==> src/rtl/pmm_pkg.sv <==
// Shared constants and types for the PMM host-side sequencer.
package pmm_pkg;

  localparam logic [1:0] OP_NOP  = 2'b00;
  localparam logic [1:0] OP_WR   = 2'b01;
  localparam logic [1:0] OP_SCAN = 2'b10;
  localparam logic [1:0] OP_RST  = 2'b11;

  localparam int unsigned MEM_DEPTH = 517;

  // Mask-memory region bases, in 64-bit word indices
  localparam int unsigned REP_POS_BASE = 0;
  localparam int unsigned MOVE_BASE    = 256;
  localparam int unsigned EPS_BEG_BASE = 512;
  localparam int unsigned EPS_BLK_BASE = 513;
  localparam int unsigned EPS_END_BASE = 514;
  localparam int unsigned INIT_BASE    = 515;
  localparam int unsigned ACCEPT_BASE  = 516;

  typedef enum logic [2:0] {
    ST_BOOT_ISSUE,
    ST_BOOT_GAP,
    ST_IDLE,
    ST_ISSUE,
    ST_GAP
  } state_t;

  function automatic logic [3:0] clamp_len(input logic [3:0] len);
    return (len > 4'd8) ? 4'd8 : len;
  endfunction

endpackage

==> src/rtl/pmm_sequencer_if.sv <==
// Host command channel (valid/ready) into the PMM sequencer.
interface pmm_sequencer_if;
  logic        cmd_valid;
  logic        cmd_ready;
  logic [1:0]  cmd_op;
  logic [13:0] cmd_addr;
  logic [63:0] cmd_data;
  logic [3:0]  cmd_len;

  modport master (output cmd_valid, cmd_op, cmd_addr, cmd_data, cmd_len,
                  input  cmd_ready);
  modport slave  (input  cmd_valid, cmd_op, cmd_addr, cmd_data, cmd_len,
                  output cmd_ready);
endinterface

==> src/rtl/pmm_match_tracker.sv <==
// Character/match counters with saturation and first-match capture.
module pmm_match_tracker #(
  parameter int unsigned CNT_W = 32
) (
  input  logic             clk,
  input  logic             rst_n,
  input  logic             i_sample,
  input  logic             i_hit,
  input  logic             i_clear,
  output logic             o_match_pulse,
  output logic [CNT_W-1:0] o_match_pos,
  output logic             o_first_valid,
  output logic [CNT_W-1:0] o_first_pos,
  output logic [CNT_W-1:0] o_char_cnt,
  output logic [CNT_W-1:0] o_match_cnt
);

  function automatic logic [CNT_W-1:0] sat_inc(input logic [CNT_W-1:0] v);
    return (&v) ? v : v + CNT_W'(1);
  endfunction

  always_ff @(posedge clk or negedge rst_n) begin
    if (!rst_n) begin
      o_match_pulse <= 1'b0;
      o_match_pos   <= '0;
      o_first_valid <= 1'b0;
      o_first_pos   <= '0;
      o_char_cnt    <= '0;
      o_match_cnt   <= '0;
    end else begin
      o_match_pulse <= 1'b0;
      if (i_clear) begin
        o_char_cnt    <= '0;
        o_match_cnt   <= '0;
        o_first_valid <= 1'b0;
        o_first_pos   <= '0;
      end else if (i_sample) begin
        o_char_cnt <= sat_inc(o_char_cnt);
        if (i_hit) begin
          o_match_pulse <= 1'b1;
          o_match_pos   <= o_char_cnt;
          o_match_cnt   <= sat_inc(o_match_cnt);
          if (!o_first_valid) begin
            o_first_valid <= 1'b1;
            o_first_pos   <= o_char_cnt;
          end
        end
      end
    end
  end

endmodule

==> src/rtl/pmm_sequencer.sv <==
// Serialises host commands into single-cycle PMM transactions and tracks matches.
module pmm_sequencer #(
  parameter int unsigned CNT_W     = 32,
  parameter int unsigned MEM_DEPTH = pmm_pkg::MEM_DEPTH
) (
  input  logic             clk,
  input  logic             rst_n,
  pmm_sequencer_if.slave   cmd,
  output logic [63:0]      pmm_data,
  output logic [15:0]      pmm_ctrl,
  output logic             pmm_valid,
  input  logic             pmm_accept,
  output logic             busy,
  output logic             cfg_err,
  output logic             match_pulse,
  output logic [CNT_W-1:0] match_pos,
  output logic             first_valid,
  output logic [CNT_W-1:0] first_pos,
  output logic [CNT_W-1:0] char_cnt,
  output logic [CNT_W-1:0] match_cnt
);
  import pmm_pkg::*;

  state_t      r_state, w_state_nxt;
  logic        r_live;
  logic [1:0]  r_op, w_op_nxt;
  logic [15:0] r_ctrl, w_ctrl_nxt;
  logic [63:0] r_data, w_data_nxt;
  logic [55:0] r_chars, w_chars_nxt;
  logic [3:0]  r_left, w_left_nxt;
  logic        r_cfg_err, w_cfg_err_nxt;

  logic       w_accept, w_in_range, w_boot, w_sample, w_clear;
  logic [3:0] w_len;

  assign w_accept   = cmd.cmd_valid && cmd.cmd_ready;
  assign w_in_range = 32'(cmd.cmd_addr[13:3]) < MEM_DEPTH;
  assign w_len      = clamp_len(cmd.cmd_len);

  always_comb begin
    w_state_nxt   = r_state;
    w_op_nxt      = r_op;
    w_ctrl_nxt    = r_ctrl;
    w_data_nxt    = r_data;
    w_chars_nxt   = r_chars;
    w_left_nxt    = r_left;
    w_cfg_err_nxt = 1'b0;
    unique case (r_state)
      ST_BOOT_ISSUE: if (r_live) w_state_nxt = ST_BOOT_GAP;
      ST_BOOT_GAP:   w_state_nxt = ST_IDLE;
      ST_IDLE: begin
        if (w_accept) begin
          w_op_nxt = cmd.cmd_op;
          unique case (cmd.cmd_op)
            OP_WR: begin
              if (w_in_range) begin
                w_ctrl_nxt  = {OP_WR, cmd.cmd_addr};
                w_data_nxt  = cmd.cmd_data;
                w_state_nxt = ST_ISSUE;
              end else begin
                w_cfg_err_nxt = 1'b1;
              end
            end
            OP_SCAN: begin
              if (w_len != 4'd0) begin
                w_ctrl_nxt  = {OP_SCAN, 14'd0};
                w_data_nxt  = {56'd0, cmd.cmd_data[7:0]};
                w_chars_nxt = cmd.cmd_data[63:8];
                w_left_nxt  = w_len;
                w_state_nxt = ST_ISSUE;
              end
            end
            OP_RST: begin
              w_ctrl_nxt  = {OP_RST, 14'd0};
              w_data_nxt  = '0;
              w_state_nxt = ST_ISSUE;
            end
            default: ;
          endcase
        end
      end
      ST_ISSUE: w_state_nxt = ST_GAP;
      ST_GAP: begin
        // Next character is shifted in here so pmm_data stays stable across ISSUE/GAP
        if (r_op == OP_SCAN && r_left > 4'd1) begin
          w_data_nxt  = {56'd0, r_chars[7:0]};
          w_chars_nxt = {8'd0, r_chars[55:8]};
          w_left_nxt  = r_left - 4'd1;
          w_state_nxt = ST_ISSUE;
        end else begin
          w_ctrl_nxt  = '0;
          w_data_nxt  = '0;
          w_state_nxt = ST_IDLE;
        end
      end
      default: w_state_nxt = ST_BOOT_ISSUE;
    endcase
  end

  always_ff @(posedge clk or negedge rst_n) begin
    if (!rst_n) begin
      r_state   <= ST_BOOT_ISSUE;
      r_live    <= 1'b0;
      r_op      <= OP_NOP;
      r_ctrl    <= '0;
      r_data    <= '0;
      r_chars   <= '0;
      r_left    <= '0;
      r_cfg_err <= 1'b0;
    end else begin
      r_state   <= w_state_nxt;
      r_live    <= 1'b1;
      r_op      <= w_op_nxt;
      r_ctrl    <= w_ctrl_nxt;
      r_data    <= w_data_nxt;
      r_chars   <= w_chars_nxt;
      r_left    <= w_left_nxt;
      r_cfg_err <= w_cfg_err_nxt;
    end
  end

  // r_live keeps every output quiet while reset is held and until the first edge after release
  assign w_boot        = r_live && (r_state == ST_BOOT_ISSUE || r_state == ST_BOOT_GAP);
  assign pmm_valid     = (r_state == ST_ISSUE) || (w_boot && r_state == ST_BOOT_ISSUE);
  assign pmm_ctrl      = w_boot ? {OP_RST, 14'd0} : r_ctrl;
  assign pmm_data      = r_data;
  assign busy          = r_live && (r_state != ST_IDLE);
  assign cmd.cmd_ready = (r_state == ST_IDLE);
  assign cfg_err       = r_cfg_err;

  assign w_sample = (r_state == ST_GAP) && (r_op == OP_SCAN);
  assign w_clear  = (r_state == ST_GAP) && (r_op == OP_RST);

  pmm_match_tracker #(.CNT_W(CNT_W)) u_tracker (
    .clk          (clk),
    .rst_n        (rst_n),
    .i_sample     (w_sample),
    .i_hit        (pmm_accept),
    .i_clear      (w_clear),
    .o_match_pulse(match_pulse),
    .o_match_pos  (match_pos),
    .o_first_valid(first_valid),
    .o_first_pos  (first_pos),
    .o_char_cnt   (char_cnt),
    .o_match_cnt  (match_cnt)
  );

endmodule

==> src/flat_wrapper.sv <==
// flat-port wrapper written by rule: the top's interface ports become plain ports
module pmm_sequencer_flat import pmm_pkg::*;
#(
  parameter int unsigned CNT_W     = 32,
  parameter int unsigned MEM_DEPTH = pmm_pkg::MEM_DEPTH
)
  (clk, rst_n, pmm_data, pmm_ctrl, pmm_valid, pmm_accept, busy, cfg_err, match_pulse, match_pos, first_valid, first_pos, char_cnt, match_cnt, cmd_cmd_valid, cmd_cmd_op, cmd_cmd_addr, cmd_cmd_data, cmd_cmd_len, cmd_cmd_ready);
  pmm_sequencer_if cmd_i ();
  input  logic clk;
  input  logic rst_n;
  output logic [63:0] pmm_data;
  output logic [15:0] pmm_ctrl;
  output logic pmm_valid;
  input  logic pmm_accept;
  output logic busy;
  output logic cfg_err;
  output logic match_pulse;
  output logic [CNT_W-1:0] match_pos;
  output logic first_valid;
  output logic [CNT_W-1:0] first_pos;
  output logic [CNT_W-1:0] char_cnt;
  output logic [CNT_W-1:0] match_cnt;
  input wire logic [$bits(cmd_i.cmd_valid)-1:0] cmd_cmd_valid;
  input wire logic [$bits(cmd_i.cmd_op)-1:0] cmd_cmd_op;
  input wire logic [$bits(cmd_i.cmd_addr)-1:0] cmd_cmd_addr;
  input wire logic [$bits(cmd_i.cmd_data)-1:0] cmd_cmd_data;
  input wire logic [$bits(cmd_i.cmd_len)-1:0] cmd_cmd_len;
  output wire logic [$bits(cmd_i.cmd_ready)-1:0] cmd_cmd_ready;
  assign cmd_i.cmd_valid = cmd_cmd_valid;
  assign cmd_i.cmd_op = cmd_cmd_op;
  assign cmd_i.cmd_addr = cmd_cmd_addr;
  assign cmd_i.cmd_data = cmd_cmd_data;
  assign cmd_i.cmd_len = cmd_cmd_len;
  assign cmd_cmd_ready = cmd_i.cmd_ready;
  pmm_sequencer #(.CNT_W(CNT_W), .MEM_DEPTH(MEM_DEPTH)) u_core (.clk(clk), .rst_n(rst_n), .cmd(cmd_i), .pmm_data(pmm_data), .pmm_ctrl(pmm_ctrl), .pmm_valid(pmm_valid), .pmm_accept(pmm_accept), .busy(busy), .cfg_err(cfg_err), .match_pulse(match_pulse), .match_pos(match_pos), .first_valid(first_valid), .first_pos(first_pos), .char_cnt(char_cnt), .match_cnt(match_cnt));
endmodule
==> config.mk <==
export PLATFORM = sky130hd
export DESIGN_NAME = pmm_sequencer_flat
export DESIGN_NICKNAME = d
export VERILOG_FILES = /design/src/rtl/pmm_pkg.sv /design/src/rtl/pmm_sequencer_if.sv /design/src/rtl/pmm_match_tracker.sv /design/src/rtl/pmm_sequencer.sv /design/src/flat_wrapper.sv
export SDC_FILE = /design/constraint.sdc
export NUM_CORES = 1
export LEC_CHECK = 0
export CAP_MARGIN = 20
export CORE_MARGIN = 3
export CORE_UTILIZATION = 55
export CTS_BUF_LIST = sky130_fd_sc_hd__clkbuf_4
export DETAILED_ROUTE_END_ITERATION = 8
export PLACE_DENSITY = 0.87
export SLEW_MARGIN = 20
export SYNTH_ARGS = -nofsm -noshare
export SYNTH_HDL_FRONTEND = slang
export SYNTH_SLANG_ARGS = --single-unit
==> constraint.sdc <==
create_clock -name clk -period 6.99 [get_ports clk]
set_input_delay 1.398 -clock clk [delete_from_list [all_inputs] [get_ports clk]]
set_output_delay 1.398 -clock clk [all_outputs]
set_load 0.01 [all_outputs]
Figure 1. Register map, names as in the netlist.
The bar under the picture is 50 µm long. Other sequential cells in the stronger grey, the rest of the logic in the fainter grey.
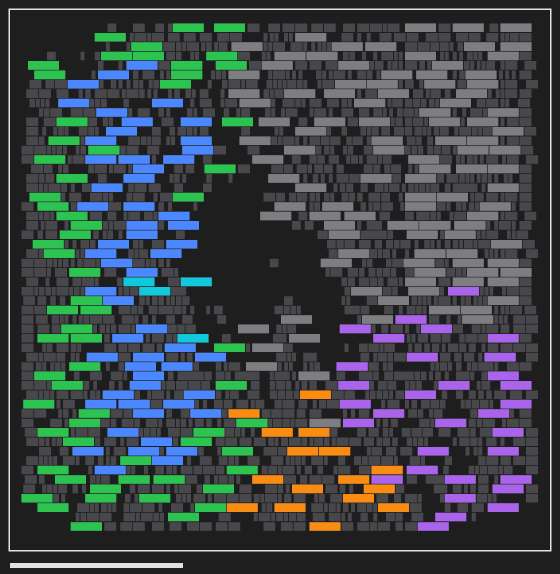
legend:
  `u_core.u_tracker.o_match_cnt`:
    colour: purple
    sequential_cells: 32
  `u_core.r_chars`:
    colour: blue
    sequential_cells: 56
  `u_core.r_ctrl`:
    colour: orange
    sequential_cells: 16
    where: south
  `u_core.r_left`:
    colour: cyan
    sequential_cells: 4
  `u_core.pmm_data`:
    colour: green
    sequential_cells: 64
not coloured: 105
seq pwr: 2450 µW
area occupied by registers: 6932 µm²
Post-Route Utilization: 74.87%
flop share of the area: 42.16%

Figure 2. Clock network drawn from the DEF.
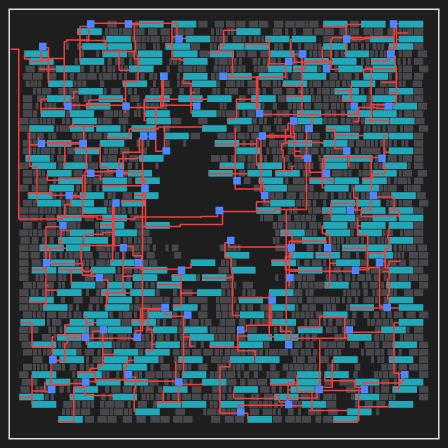
legend:
  clock wires:
    colour: red
    length: 3750 µm
  cells driving clock nets:
    colour: blue
    count: 72
  flip-flops:
    colour: cyan
    count: 277
flops lie: widely spread
clock skew: 0.03458 ns
Power Clock: 1320 µW

Figure 3. Placed standard cells.
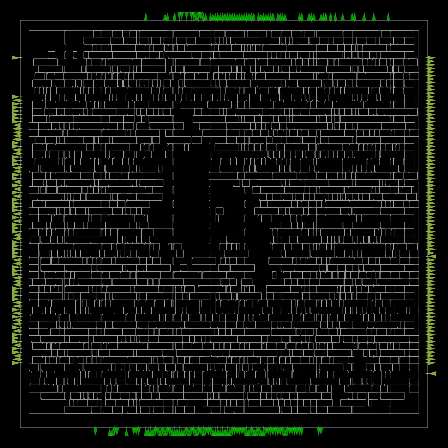
num rows: 54
Core Footprint: 21960 µm²
TAP cells: 280
fill cell total of the finished layout: 1499

Figure 4. Wiring heat map.
The die is cut into 31 by 31 equal tiles; dark blue is low, red is high, scaled to the fullest tile. Values are wire area over tile area, all layers added.
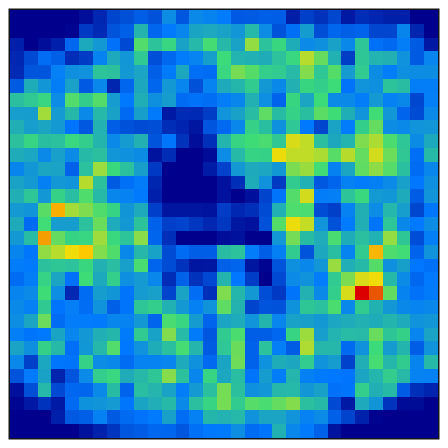
fullest tile: 0.74
mean over tiles: 0.23
emptiest ninth of the die: centre
nearly empty tiles: 5.9%
tiles over half the peak: 11%
detailed-route via count: 10910
total routing resource utilization after global routing: 27.20%
average routed wire per standard cell: 16.89 µm
wire length reported by the detailed router: 33.42 mm

Figure 5. Cell sizes after repair.
The bar under the picture is 50 µm long.
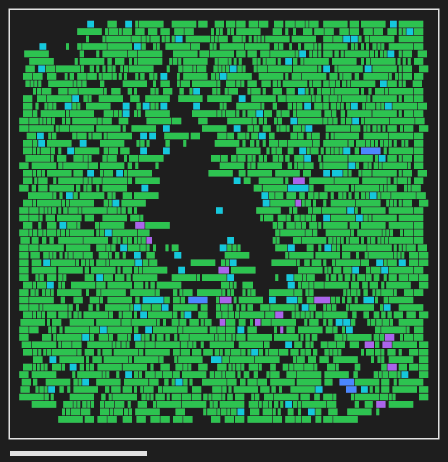
legend:
  drive 2:
    colour: purple
    cells: 16
    share: 0.94%
  drive 3 to 4:
    colour: cyan
    cells: 123
    share: 7.2%
  drive 6 and up:
    colour: blue
    cells: 4
    share: 0.24%
  drive 1 or less:
    colour: green
    cells: 1554
    share: 92%
final setup margin: 2.666 ns
post-route cell area: 16440 µm²
area growth from synthesis to layout: 32.67%
Non-clk bufs: 313

==> Implementation_results.wiki <==
=== Physical design figures ===
{| class="wikitable"
! Metric !! Value
|-
| Effective utilization at floorplan || 56.43%
|-
| Count of endpoints failing setup in the final report || 0
|-
| First element of the critical path || u_core.r_state[1]$_DFFE_PN0P_
|-
| Post-synth regs || 277
|-
| Share of the clock period used by the worst path after layout || 61.86%
|-
| Most numerous cell types in the synthesized netlist || sky130_fd_sc_hd__nand2_1 (405), sky130_fd_sc_hd__dfrtp_1 (277), sky130_fd_sc_hd__o21ai_0 (183)
|-
| Met1 capacity usage during global routing || 35.53%
|-
| RSZ-0062 raised after global routing || false
|-
| Average instance area after synthesis || 9.166 µm²
|-
| Post-synthesis cell type with the largest combined area || sky130_fd_sc_hd__dfrtp_1
|-
| Horizontal extent of the die || 156.1 µm
|-
| Seq_cells || 277
|-
| Reg2Reg Launch Point || u_core.r_state[1]$_DFFE_PN0P_
|-
| Minimum clock period after layout || 4.324 ns
|-
| Largest buffer count on any clock path || 3
|-
| Clock slew at reported path FFs || 0.06 ns
|-
| Initial antenna violation count || 1
|-
| Clock latency on the worst-skew pair || 0.66 ns
|-
| Global-route wire length before repair || 54.12 mm
|-
| Cell leakage power || 0.007233 µW
|-
| Worst path arrival time || 2.93 ns
|-
| Logic depth of the worst path, buffers included || 4
|-
| Yosys stat cell total || 1352
|-
| Fraction of area in multi-input gates || 31.30%
|-
| CP max stage cell || sky130_fd_sc_hd__nor2_1
|-
| Highest routed layer || met4
|-
| Sum of met3 wire segment lengths after detailed routing || 2.840 mm
|-
| Clock network area share || 5.114%
|-
| Mux frac, synth || 4.130%
|-
| Inverters || 12
|-
| Starting DRC count in detailed routing || 731
|-
| Total of warnings raised by yosys || 0
|-
| Setup crit end || pmm_ctrl[14]
|-
| Cts-stage hold buffer count || 0
|-
| Syn Nets || 1444
|-
| Type of the worst setup path || reg -> out
|-
| Result of the run || complete, no violations
|-
| Worst-case reg-to-reg path depth || 7
|-
| Final total power || 5547 µW
|-
| Final Slew Violations || 0
|-
| Largest incremental delay on the critical path || 0.78 ns
|-
| Clock tree from TritonCTS || yes
|-
| Critical path endpoint category || output port
|-
| Multi-Input Combinational || 978
|-
| Area of the mapped netlist || 12390 µm²
|-
| CP bufs+invs || 1
|-
| Dominant cells by area after synthesis || sky130_fd_sc_hd__dfrtp_1 (56%), sky130_fd_sc_hd__nand2_1 (12%), sky130_fd_sc_hd__o21ai_0 (7.4%), sky130_fd_sc_hd__mux2i_1 (4.0%), sky130_fd_sc_hd__xnor2_1 (2.8%)
|-
| Met2 Usage GRT || 44.43%
|-
| Worst-path fanout max || 16
|-
| Source of the worst hold timing path || u_core.r_ctrl[5]$_DFFE_PN0P_
|-
| Prevailing logic family in the synthesized netlist || simple AND/OR/NAND/NOR gates
|-
| Critical path required time || 5.59 ns
|-
| M1 WL || 13.56 mm
|-
| Synthesis area per yosys || 12390 µm²
|-
| Pin count of the biggest net entering global routing || 130
|-
| Gr busiest metal || met2
|-
| Non-filler instance count after layout || 1978
|-
| Number of buffers added by the clock tree synthesis step || 72
|-
| Number of cells in the design after placement || 1859
|-
| Hold Path Depth || 2
|-
| Worst hold-check slack || 0.4744 ns
|-
| H-Tree Depth || 3
|-
| Count of unresolved DRC violations after routing || 0
|-
| Area after detailed placement || 15560 µm²
|-
| CP Cell Sequence || nand2b_1 -> nor2_1 -> or2_2 -> clkdlybuf4s50_1
|-
| # IOs || 302
|-
| Count of clock buffers in the final design || 104
|-
| Sum of net half-perimeters after detailed placement || 23.37 mm
|-
| Transition time of the tightest slew-check pin || 1.139 ns
|-
| # resized after CTS || 0
|-
| Top delay family on crit path || simple AND/OR/NAND/NOR gates
|-
| Total congestion overflow || 0
|-
| Dominant kind of cell || flip-flops and latches
|}
==> layout by cell type (no fill, tap or decap), types with 5 or more instances in the layout <==
master and n:
sky130_fd_sc_hd__or4_1 6, sky130_fd_sc_hd__dfrtp_1 277, sky130_fd_sc_hd__nor3_1 26, sky130_fd_sc_hd__nor4_1 15
sky130_fd_sc_hd__clkinv_1 9, sky130_fd_sc_hd__nand4_1 12, sky130_fd_sc_hd__nand2_1 404, sky130_fd_sc_hd__a22oi_1 8
sky130_fd_sc_hd__inv_1 12, sky130_fd_sc_hd__mux2i_1 50, sky130_fd_sc_hd__clkdlybuf4s50_1 300, sky130_fd_sc_hd__o21ai_0 183
sky130_fd_sc_hd__nor2b_1 16, sky130_fd_sc_hd__buf_4 10, sky130_fd_sc_hd__or3_1 5, sky130_fd_sc_hd__xor2_1 8
sky130_fd_sc_hd__clkbuf_4 104, sky130_fd_sc_hd__nor3b_1 5, sky130_fd_sc_hd__nor2_1 71, sky130_fd_sc_hd__nand3_1 34
sky130_fd_sc_hd__a21oi_1 14, sky130_fd_sc_hd__nor3_2 5, sky130_fd_sc_hd__xnor2_1 39, sky130_fd_sc_hd__and3_1 9
==> flip-flops by register name, summed over array words and instances (netlist names) <==
register	count
u_core.r_chars	56
u_core.u_tracker.o_first_pos	32
u_core.u_tracker.o_match_cnt	32
u_core.pmm_data	64
u_core.u_tracker.o_char_cnt	32
u_core.r_left	4
u_core.u_tracker.o_first_valid	1
u_core.u_tracker.o_match_pulse	1
u_core.r_ctrl	16
u_core.r_state	3
u_core.r_live	1
u_core.cfg_err	1
u_core.u_tracker.o_match_pos	32
u_core.r_op	2
==> where the power goes <==
group	internal, µW	switching, µW
Combinational	877	893
Clock	678	643
Sequential	2100	358
Total	3650	1900
No activity file was given, so power comes from the tool's default toggle rates.
